## src/rtl/alu_pkg.sv

```systemverilog
// Shared encodings for the sliced ALU: mode bit and the sixteen function selects.
// Select names follow the arithmetic-mode meaning (before cin is added).
package alu_pkg;

  localparam logic ALU_ARITH = 1'b0;
  localparam logic ALU_LOGIC = 1'b1;

  localparam logic [3:0] S_A              = 4'b0000;
  localparam logic [3:0] S_A_OR_B         = 4'b0001;
  localparam logic [3:0] S_A_OR_NB        = 4'b0010;
  localparam logic [3:0] S_MINUS1         = 4'b0011;
  localparam logic [3:0] S_A_PLUS_ANB     = 4'b0100;
  localparam logic [3:0] S_AORB_PLUS_ANB  = 4'b0101;
  localparam logic [3:0] S_SUB_M1         = 4'b0110;
  localparam logic [3:0] S_ANB_M1         = 4'b0111;
  localparam logic [3:0] S_A_PLUS_AB      = 4'b1000;
  localparam logic [3:0] S_ADD            = 4'b1001;
  localparam logic [3:0] S_AORNB_PLUS_AB  = 4'b1010;
  localparam logic [3:0] S_AB_M1          = 4'b1011;
  localparam logic [3:0] S_DOUBLE         = 4'b1100;
  localparam logic [3:0] S_AORB_PLUS_A    = 4'b1101;
  localparam logic [3:0] S_AORNB_PLUS_A   = 4'b1110;
  localparam logic [3:0] S_DEC            = 4'b1111;

endpackage

```

## src/rtl/alu_4bit_slice.sv

```systemverilog
// One 4-bit 74181-style slice: combinational result plus group propagate/generate.
// Latency 0; no flow control.
module alu_4bit_slice
  import alu_pkg::*;
(
  input  logic [3:0] a,
  input  logic [3:0] b,
  input  logic       cin,
  input  logic       m,
  input  logic [3:0] s,
  output logic [3:0] f,
  output logic       p,
  output logic       g
);

  logic [3:0] e;
  logic [3:0] d;
  logic [3:0] c;

  // d can only be set where a is set, so d implies e: e is the propagate and d the generate.
  always_comb begin
    e = a | (b & {4{s[0]}}) | (~b & {4{s[1]}});
    d = (a & ~b & {4{s[2]}}) | (a & b & {4{s[3]}});

    c[0] = cin;
    c[1] = d[0] | (e[0] & cin);
    c[2] = d[1] | (e[1] & d[0]) | (e[1] & e[0] & cin);
    c[3] = d[2] | (e[2] & d[1]) | (e[2] & e[1] & d[0]) | (e[2] & e[1] & e[0] & cin);

    p = &e;
    g = d[3] | (e[3] & d[2]) | (e[3] & e[2] & d[1]) | (e[3] & e[2] & e[1] & d[0]);

    // With carries suppressed, ~(e^d) yields exactly the logic-mode function table.
    if (m == ALU_LOGIC) begin
      f = ~(e ^ d);
    end else begin
      f = e ^ d ^ c;
    end
  end

endmodule

```

## src/rtl/alu_16bit_sliced.sv

```systemverilog
// 16-bit ALU from four slices joined by single-level carry lookahead; f/cout registered.
// Latency 1 cycle; accepts a new operation every cycle, no backpressure.
module alu_16bit_sliced
  import alu_pkg::*;
(
  input  logic        clk,
  input  logic        rst_n,
  input  logic [15:0] a,
  input  logic [15:0] b,
  input  logic        cin,
  input  logic        m,
  input  logic [3:0]  s,
  output logic [15:0] f,
  output logic        cout
);

  logic [3:0]  gp;
  logic [3:0]  gg;
  logic [3:0]  slc_cin;
  logic        c16;
  logic [15:0] f_nxt;

  // Every slice carry is a flat sum of products of group terms and cin.
  always_comb begin
    slc_cin[0] = cin;
    slc_cin[1] = gg[0] | (gp[0] & cin);
    slc_cin[2] = gg[1] | (gp[1] & gg[0]) | (gp[1] & gp[0] & cin);
    slc_cin[3] = gg[2] | (gp[2] & gg[1]) | (gp[2] & gp[1] & gg[0])
               | (gp[2] & gp[1] & gp[0] & cin);
    c16        = gg[3] | (gp[3] & gg[2]) | (gp[3] & gp[2] & gg[1])
               | (gp[3] & gp[2] & gp[1] & gg[0])
               | (gp[3] & gp[2] & gp[1] & gp[0] & cin);
  end

  for (genvar i = 0; i < 4; i++) begin : g_slice
    alu_4bit_slice u_slice (
      .a   (a[4*i +: 4]),
      .b   (b[4*i +: 4]),
      .cin (slc_cin[i]),
      .m   (m),
      .s   (s),
      .f   (f_nxt[4*i +: 4]),
      .p   (gp[i]),
      .g   (gg[i])
    );
  end

  always_ff @(posedge clk) begin
    if (!rst_n) begin
      f    <= 16'h0000;
      cout <= 1'b0;
    end else begin
      f    <= f_nxt;
      cout <= (m == ALU_ARITH) & c16;
    end
  end

endmodule

```

## config.mk

```make
export PLATFORM = sky130hd
export DESIGN_NAME = alu_16bit_sliced
export DESIGN_NICKNAME = d
export VERILOG_FILES = /design/src/rtl/alu_pkg.sv /design/src/rtl/alu_4bit_slice.sv /design/src/rtl/alu_16bit_sliced.sv
export SDC_FILE = /design/constraint.sdc
export NUM_CORES = 1
export LEC_CHECK = 0
export ABC_AREA = 1
export CAP_MARGIN = 20
export CORE_MARGIN = 4
export CORE_UTILIZATION = 40
export CTS_CLUSTER_DIAMETER = 50
export DETAILED_ROUTE_END_ITERATION = 10
export GPL_ROUTABILITY_DRIVEN = 0
export PLACE_DENSITY_LB_ADDON = 0.2
export SKIP_LAST_GASP = 1
export SLEW_MARGIN = 30
export SYNTH_ARGS = -nofsm -noshare
export SYNTH_HDL_FRONTEND = slang
export SYNTH_HIERARCHICAL = 1
export SYNTH_SLANG_ARGS = --single-unit
```

## constraint.sdc

```tcl
create_clock -name clk -period 3.15 [get_ports clk]
set_input_delay 0.945 -clock clk [delete_from_list [all_inputs] [get_ports clk]]
set_output_delay 0.945 -clock clk [all_outputs]
set_load 0.01 [all_outputs]
```

==> changes_impl.md, run 1 <==
## Flow update

* Post-layout min period at between 2 and 3 ns
* Num ports at between 50 and 60
* Max stage delay cell, worst path: clkdlybuf4s50_1
* Hold Crit Class: primary input to flip-flop
* Maximum number of pins on one net before global-route repair at 18
* Global route total overflow at 0
* Power density cells at approximately 290 nW/µm²
* Largest fanout on the critical path at 9
* Number of buffers inserted by post-CTS setup repair at 0
* Post-DR vias/cell at around 4.4
* Relative contribution of sequential cells to total power at approximately 30%
* Tool warnings at 26
* Total CTS buffers at 3
* Share of power burned in combinational logic at around 50%
* Total routed wire length on the met1 layer at about 2.4 mm
* Hpwl dp at between 4 and 5 mm
* Net switching share of the total power at 35.12%
* Library cell with the largest summed area after synthesis: nand2_1
* Number of max-capacitance violations reported at 0
* Y dimension of the die at about 80 µm
* Relative slew slack at between 60% and 70%
* Measured slew at the worst slew-check pin at 0.5278 ns
* Worst Path Arrival at around 3.1 ns
* Die ar. at ~6100 µm²
* TritonCTS clock tree: built
* Antenna cell count at 0
* Outcome: finished clean
==> run 1: per-layer routing <==
layer | global-route usage [%] | up-vias
met1 | 24.34 | 961
met3 | 1.160 | 2
li1 | - | 1263
met2 | 26.37 | 67
met5 | 0 | -
met4 | 4.448 | 0
==> run 1: cells in the mapped netlist <==
master / n
nor2_1: 51
nand4_1: 4
nand3_1: 27
buf_6: 1
a21oi_1: 9
nor3_1: 4
buf_4: 1
xor2_1: 4
dfxtp_1: 17
o211ai_1: 4
inv_2: 1
nand3_2: 10
nand2_2: 5
o21ai_0: 4
nand2_1: 121
inv_1: 97
nor2_2: 14
nor2_4: 1
xnor2_1: 4
==> run 1: registers in the layout, indices dropped and copies added (netlist names) <==
name	count
cout	1
f	16
==> run 1: power groups by stage <==
| stage | clock network, mW | registers, mW | logic (mW) |
|---|---|---|---|
| after detailed placement | 0 | 0.250 | 0.401 |
| after CTS | 0.157 | 0.245 | 0.402 |
| final | 0.150 | 0.245 | 0.400 |
| after floorplan | 0 | 0.264 | 0.214 |
| after global placement | 0 | 0.250 | 0.394 |
| after global routing | 0.167 | 0.248 | 0.453 |
==> run 1: through the flow <==
| step | cell area, µm² | TNS [ns] | hold WS, ns |
|---|---|---|---|
| floorplan | 1948 | 0 | 1.084 |
| CTS | 2740 | 0 | 1.566 |
| detailed placement | 2694 | -0.02519 | 1.681 |
| global placement | 2694 | -0.004305 | 1.681 |
| finish | 2740 | 0 | 1.566 |
| global route | 2740 | 0 | 1.643 |
==> run 1: worst max-delay path: cells and delay by family <==
family | cells | cell delay (ns)
AND-OR/OR-AND | 3 | 0.58
XOR/XNOR | 1 | 0.16
buffers and inverters | 4 | 0.80
AND/OR/NAND/NOR | 9 | 0.64
==> run 1: cell families after synthesis <==
family,Yosys count,share of synthesized area (%)
buf+inv,100,19.85
compound gates,17,4.881
flops,17,17.47
simple gates,237,54.21
xor+xnor,8,3.596
==> run 1: layout make-up <==
class	count	area (µm²)	share of cell area [%]
repair buffers	72	680.7	24.84
flip-flops and latches	17	340.3	12.42
multi-input cells	262	1221	44.57
clock buffers	3	41.29	1.507
inverters	98	367.9	13.42
well taps	67	83.83	3.059
clock inverters	1	5.005	0.1826
==> run 1: worst max path at each step <==
stage	from	to	slack [ns]	cells past startpoint
3_3_place_gp	s[3]	f[13]$_SDFF_PN0_	-0.003	17
5_1_grt	s[1]	f[14]$_SDFF_PN0_	0.008	20
4_1_cts	s[3]	f[13]$_SDFF_PN0_	0.24	17
3_5_place_dp	s[3]	f[13]$_SDFF_PN0_	-0.02	17
6_report	s[3]	f[13]$_SDFF_PN0_	0.23	17
2_1_floorplan	s[1]	f[15]$_SDFF_PN0_	0.81	21
Fig. 1: run 1, cell placement
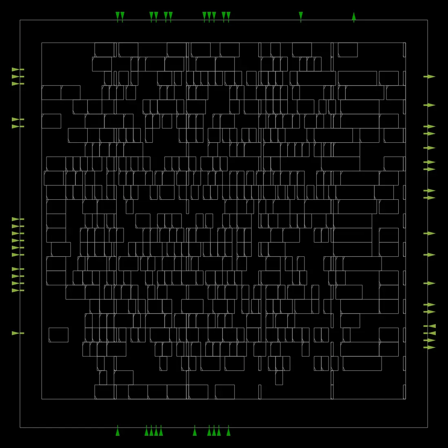
standard cell core area: 4723 µm²
count of inserted tapcells: 67
Final Core Density: 58.01%
count of non-filler cells in the finished layout: 520
flop share of the area: 12.42%

Fig. 2: run 1, wiring heat map
16 x 16 tiles, from dark blue (low) to red (high), scaled to the fullest tile. Values are wire area over tile area, all layers added.
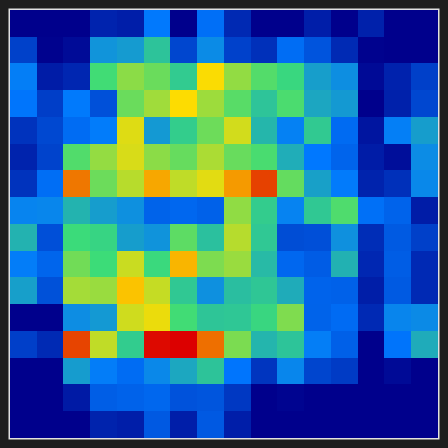
densest ninth of the die: middle
tiles over half the peak: 22%
mean over tiles: 0.13
nearly empty tiles: 16%

Fig. 3: run 1, clock distribution
The bar under the picture is 20 µm long.
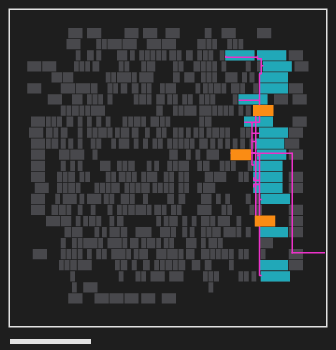
[orange] clock-net drivers | count: 3
[cyan] flip-flops | count: 17
[magenta] clock wires | length: 167 µm
routed clock nets: 4

Fig. 4: run 1, zoomed window
The bar under the picture is 10 µm long. Region (26, 42) to (51, 67) µm. Cells in grey, sequential cells in the stronger grey; small squares are vias.
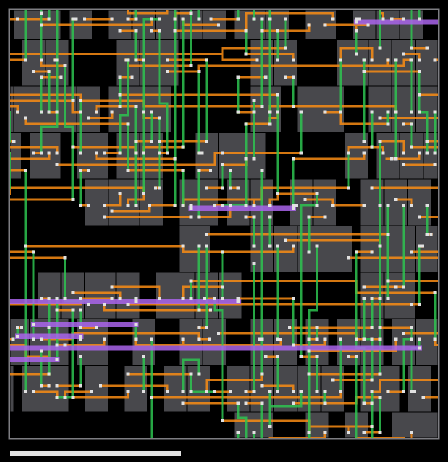
| colour | layer |
|---|---|
| purple | M3 |
| green | M2 |
| orange | M1 |
sequential cells in the window: 0
most frequent: nand2_1 (32), inv_1 (19), nor2_1 (17)
cells with their middle in the window: 95

--- run 2 (diff from run 1) ---
- GPL_TIMING_DRIVEN: not set -> 0
Fig. 5: run 2, drive-strength map
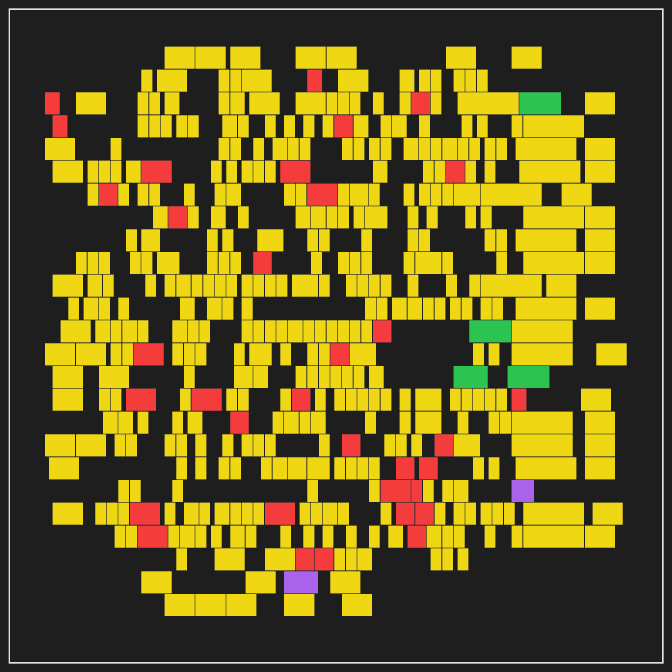
| colour | size | cells | share |
|---|---|---|---|
| red | x2 | 34 | 7.8% |
| yellow | x1 and smaller | 398 | 91% |
| green | x6 and larger | 4 | 0.91% |
| purple | x3 and x4 | 2 | 0.46% |

Fig. 6: run 2, clock distribution
The bar under the picture is 20 µm long.
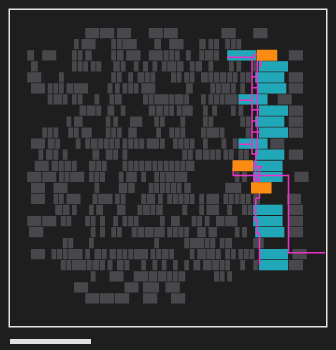
[cyan] flip-flops | count: 17
[orange] clock-net drivers | count: 3
[magenta] clock wires | length: 166 µm
routed clock nets: 4

==> changes_impl.md, run 2 <==
## Flow update

* Total CTS buffers at 3 (unchanged)
* Total of warnings raised by yosys at 6
* Relative slew slack at 56.70% (-8.0 points)
* Post-DR vias/cell at 4.263 (-3.3%)
* Leakage power summed over all cells at 1.600 nW
* Num ports at 57 (unchanged)
* Post-layout min period at 2.944 ns (+0.02393 ns)
* Net switching share of the total power at 35.53% (+0.41 points)
* Library cell with the largest summed area after synthesis: nand2_1
* Post-route DRC violation count at 0
* Most numerous cell types in the synthesized netlist: nand2_1, inv_1, nor2_1
* Hold Crit Class: primary input to flip-flop
* Y dimension of the die at 77.79 µm (unchanged)
* Worst setup path class: primary input to flip-flop
* Post-route cell area at 2614 µm² (-4.6%)
* Number of distinct library cells after synthesis at 19
* Relative contribution of sequential cells to total power at 31.6% (+0.8 points)
* Max stage delay cell, worst path: clkdlybuf4s15_1
* Standard cell core area at 4723 µm² (unchanged)
* Power density cells at 296.1 nW/µm² (+2.1%)
* Share of power burned in combinational logic at 49.0% (-1.3 points)
* Largest fanout on the critical path at 16 (+7)
* Tool warnings at 26 (unchanged)
* Biggest registers after layout: f x16, cout x1
* Clock-pin transition on the worst setup and hold timing paths at 0.06 ns
* Share of async-settable or async-resettable flops after synthesis at 0% (unchanged)
* Cell family contributing the most delay on the critical path: simple AND/OR/NAND/NOR gates
* Number of flip-flops under the largest register name at 16 (unchanged)
* Measured slew at the worst slew-check pin at 0.6496 ns (+0.1217 ns)
* Hpwl dp at 3.681 mm (-14%)
* Yosys top cell by instances: nand2_1
* Number of synthesized flops with an enable pin at 0 (unchanged)
* Initial DRC count at 64
* # H-tree levels at 1
* Die boundary width at roughly 78 µm
* Worst path most repeated cell: nand2_1
* Placement Cell Area at 2582 µm² (-4.1%)
* Outcome: finished clean
* Number of max-capacitance violations reported at 0 (unchanged)
* Die ar. at 6051 µm² (unchanged)
* Number of buffers inserted by post-CTS setup repair at 0 (unchanged)
* Antenna cell count at 0 (unchanged)
* Worst Path Buf+Inv at 5 (+1)
* TritonCTS clock tree: built
* Most used DFF post-synth: dfxtp_1
* Worst Path Arrival at 3.09 ns (-0.02 ns)
* Maximum number of pins on one net before global-route repair at 17 (-1)
* Global route total overflow at 0 (unchanged)
[run 2: netlist changes by cell type in the layout (fill, tap and decap cells not counted), sizes merged]
cell           before  now
clkdlybuf4s50      56   51
clkdlybuf4s15       0    1
clkbuf              3    6
buf                16    2
[run 2: cells by family (layout without fill, tap and decap cells)]
kind of cell	Yosys count	after routing	share of synthesized area, %
simple gates	237	237	54.21
xor+xnor	8	8	3.596
flops	17	17	17.47
compound gates	17	17	4.881
buf+inv	100	159	19.85
[run 2: timing repair]
item / in CTS / in global routing
hold buffers: 0 / 0
gates resized: 4 / 7
cloned: 0 / 0
setup endpoints to repair: 3 / 4
pin swaps: 0 / 0
[run 2: layout make-up]
class                   count  area, µm²
fillers                   498       2110
multi-input cells         262       1221
repair buffers             55      535.5
inverters                  98      367.9
flip-flops and latches     17      340.3
well taps                  67      83.83
clock buffers               3      41.29
plain buffers               2      18.77
clock inverters             1      5.005
[run 2: per-stage QoR]
stage	instances	total power [mW]	setup TNS (ns)	hold slack (ns)	util, %
finish	505	0.7739	0	0.9468	55.34
global route	505	0.8401	0	0.9660	55.34
global placement	501	0.6257	-1.764	1.198	54.68
CTS	505	0.7813	0	0.9425	55.55
floorplan	379	0.4785	0	1.084	-
detailed placement	501	0.6310	-2.117	1.202	54.68
[run 2: per-layer routing]
layer  vias to the layer above  wire (µm)  track usage (%)  part of all wire (%)
met4                         0         19            4.270                  0.42
li1                       1226          -                -                     -
met1                       878       2250            20.66                    50
met3                         2        242            1.160                   5.4
met5                         -          0                0                     0
met2                        47       1968            24.40                    44
[run 2: final timing paths]
kind	start	to	slack, ns	cells past startpoint
max	s[2]	f[15]$_SDFF_PN0_	0.21	21
min	rst_n	f[15]$_SDFF_PN0_	0.95	3
[run 2: power by group through the flow]
stage          combinational [mW]  sequential, mW  clock, mW
3_3_place_gp                0.376           0.250          0
5_1_grt                     0.429           0.248      0.164
6_report                    0.379           0.245      0.150
2_1_floorplan               0.214           0.264          0
3_5_place_dp                0.381           0.250          0
4_1_cts                     0.380           0.245      0.156
--- run 3 (diff from run 2) ---
- CORE_MARGIN: 4 -> not set
- CORE_UTILIZATION: 40 -> 43
==> changes_impl.md, run 3 <==
## Flow update

* Basic-gate share of the synthesized area counting and, or, nand and nor cells at 54.21% (unchanged)
* Area share of xor/xnor cells in the synthesized design at 3.597% (unchanged)
* Outcome: finished clean
* Total CTS buffers at 3 (unchanged)
* Die ar. at 4804 µm² (-21%)
* Relative slew slack at 58.06% (+1.4 points)
* Cell count after placement at 486 (-3.0%)
* Standard cell core area at 4354 µm² (-7.8%)
* Yosys aoi share at 4.881% (unchanged)
* Logic family by area: simple AND/OR/NAND/NOR gates
* Most numerous cell types in the synthesized netlist: nand2_1, inv_1, nor2_1
* TritonCTS clock tree: built
* Number of flip-flops under the largest register name at 16 (unchanged)
* Number of buffers inserted by post-CTS setup repair at 0 (unchanged)
* Share of async-settable or async-resettable flops after synthesis at 0% (unchanged)
* Worst hold path stage count at 3 (unchanged)
* Number of synthesized flops with an enable pin at 0 (unchanged)
* Yosys top cell by instances: nand2_1
* Post-route cell area at 2596 µm² (-0.67%)
* Worst Path Arrival at 2.95 ns (-0.14 ns)
* Fraction of the mapped netlist area in adder cells at 0% (unchanged)
* Largest fanout on the critical path at 4 (-12)
* # H-tree levels at 1 (unchanged)
* Overall Power at 0.7764 mW (+0.33%)
* Clock-pin transition on the worst setup and hold timing paths at 0.06 ns (about the same)
* Antenna cell count at 0 (unchanged)
* Number of distinct library cells after synthesis at 19 (unchanged)
* Biggest registers after layout: f x16, cout x1
* Post-layout min period at 2.807 ns (-0.1366 ns)
* Die boundary width at 69.31 µm (-11%)
* Initial DRC count at 49 (-23%)
* Maximum number of pins on one net before global-route repair at 17 (unchanged)
* Power density cells at 299.0 nW/µm² (+1.0%)
* WHS at 0.9469 ns (+0.00009300 ns)
* Final Core Density at 59.63% (+4.3 points)
* Worst setup path class: primary input to flip-flop
* Y dimension of the die at 69.31 µm (-11%)
==> run 3: cell counts after synthesis <==
Identical to the previous run, type by type.
==> run 3: final timing paths <==
check / from / to / slack, ns
worst max-delay path: b[2] / f[15]$_SDFF_PN0_ / 0.34
worst min-delay path: rst_n / f[4]$_SDFF_PN0_ / 0.95
==> run 3: area by class of cell <==
class / count / area [µm²]
buffer: 2 / 18.77
timing repair buffer: 55 / 538.0
fill: 452 / 1758
multi-input combinational: 262 / 1221
sequential: 17 / 340.3
clock buffer: 4 / 45.04
tap: 52 / 65.06
inverter: 98 / 367.9
==> run 3: per-layer routing <==
layer  GRT usage [%]  up-vias  routed length [µm]
li1                -     1231                   -
met5               0        -                   0
met4           4.989        0                  20
met1           27.41      888                2212
met2           31.28       62                1879
met3           1.308        2                 190
==> run 3: per-stage QoR <==
step	setup slack, ns	setup TNS (ns)
after global routing	0.04194	0
after detailed placement	-0.3740	-2.222
after CTS	0.01618	0
final	0.3430	0
after global placement	-0.3406	-1.684
after floorplan	0.8063	0
==> run 3: where the power goes <==
| group | total, mW | switching (mW) | internal, mW |
|---|---|---|---|
| Combinational | 0.377 | 0.206 | 0.172 |
| Clock | 0.154 | 0.0643 | 0.0895 |
| Sequential | 0.245 | 0.00532 | 0.240 |
| Total | 0.776 | 0.275 | 0.501 |
==> run 3: critical path: stages <==
cell and delay, ns:
clkdlybuf4s50_1 0.52, nand2_1 0.08, nand2_2 0.09, nor2_4 0.05
inv_1 0.07, nand2_1 0.07, o211ai_1 0.16, inv_1 0.07
nand2_2 0.10, nand2_1 0.07, nand2_2 0.07, nand2_1 0.05
nand2_1 0.08, nand2_1 0.07, nand2_1 0.09, nand2_1 0.07
nand2_1 0.06, nand2_1 0.04, nand2_1 0.07, inv_1 0.04
nand2_1 0.05, inv_1 0.03
==> run 3: cells by family (layout without fill, tap and decap cells) <==
group                     after synthesis  count (layout)
buffers and inverters                 100             159
AOI/OAI and AO/OA                      17              17
xor gates and xnor gates                8               8
DFF                                    17              17
and+or+nand+nor                       237             237
Fig. 7: run 3, drive-strength map
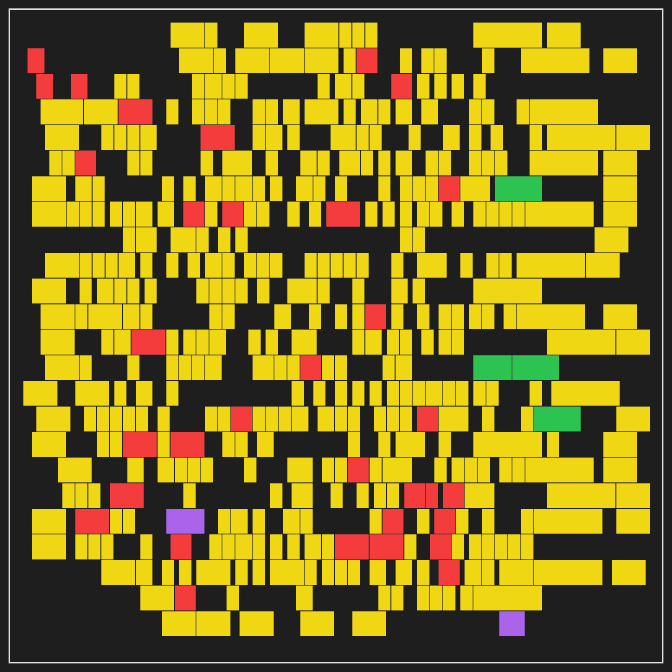
| colour | size | cells | share |
|---|---|---|---|
| green | x6 and larger | 4 | 0.91% |
| yellow | x1 and smaller | 399 | 91% |
| red | x2 | 33 | 7.5% |
| purple | x3 and x4 | 2 | 0.46% |

Fig. 8: run 3, wiring heat map
14 x 14 tiles, from dark blue (low) to red (high), scaled to the fullest tile. Values are wire area over tile area, all layers added.
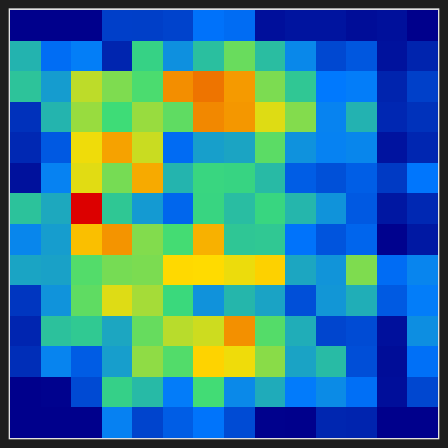
nearly empty tiles: 7.1%
mean over tiles: 0.14
tiles over half the peak: 26%
fullest tile: 0.41

Power figures rest on the tool's default switching activity, not on a simulated workload.
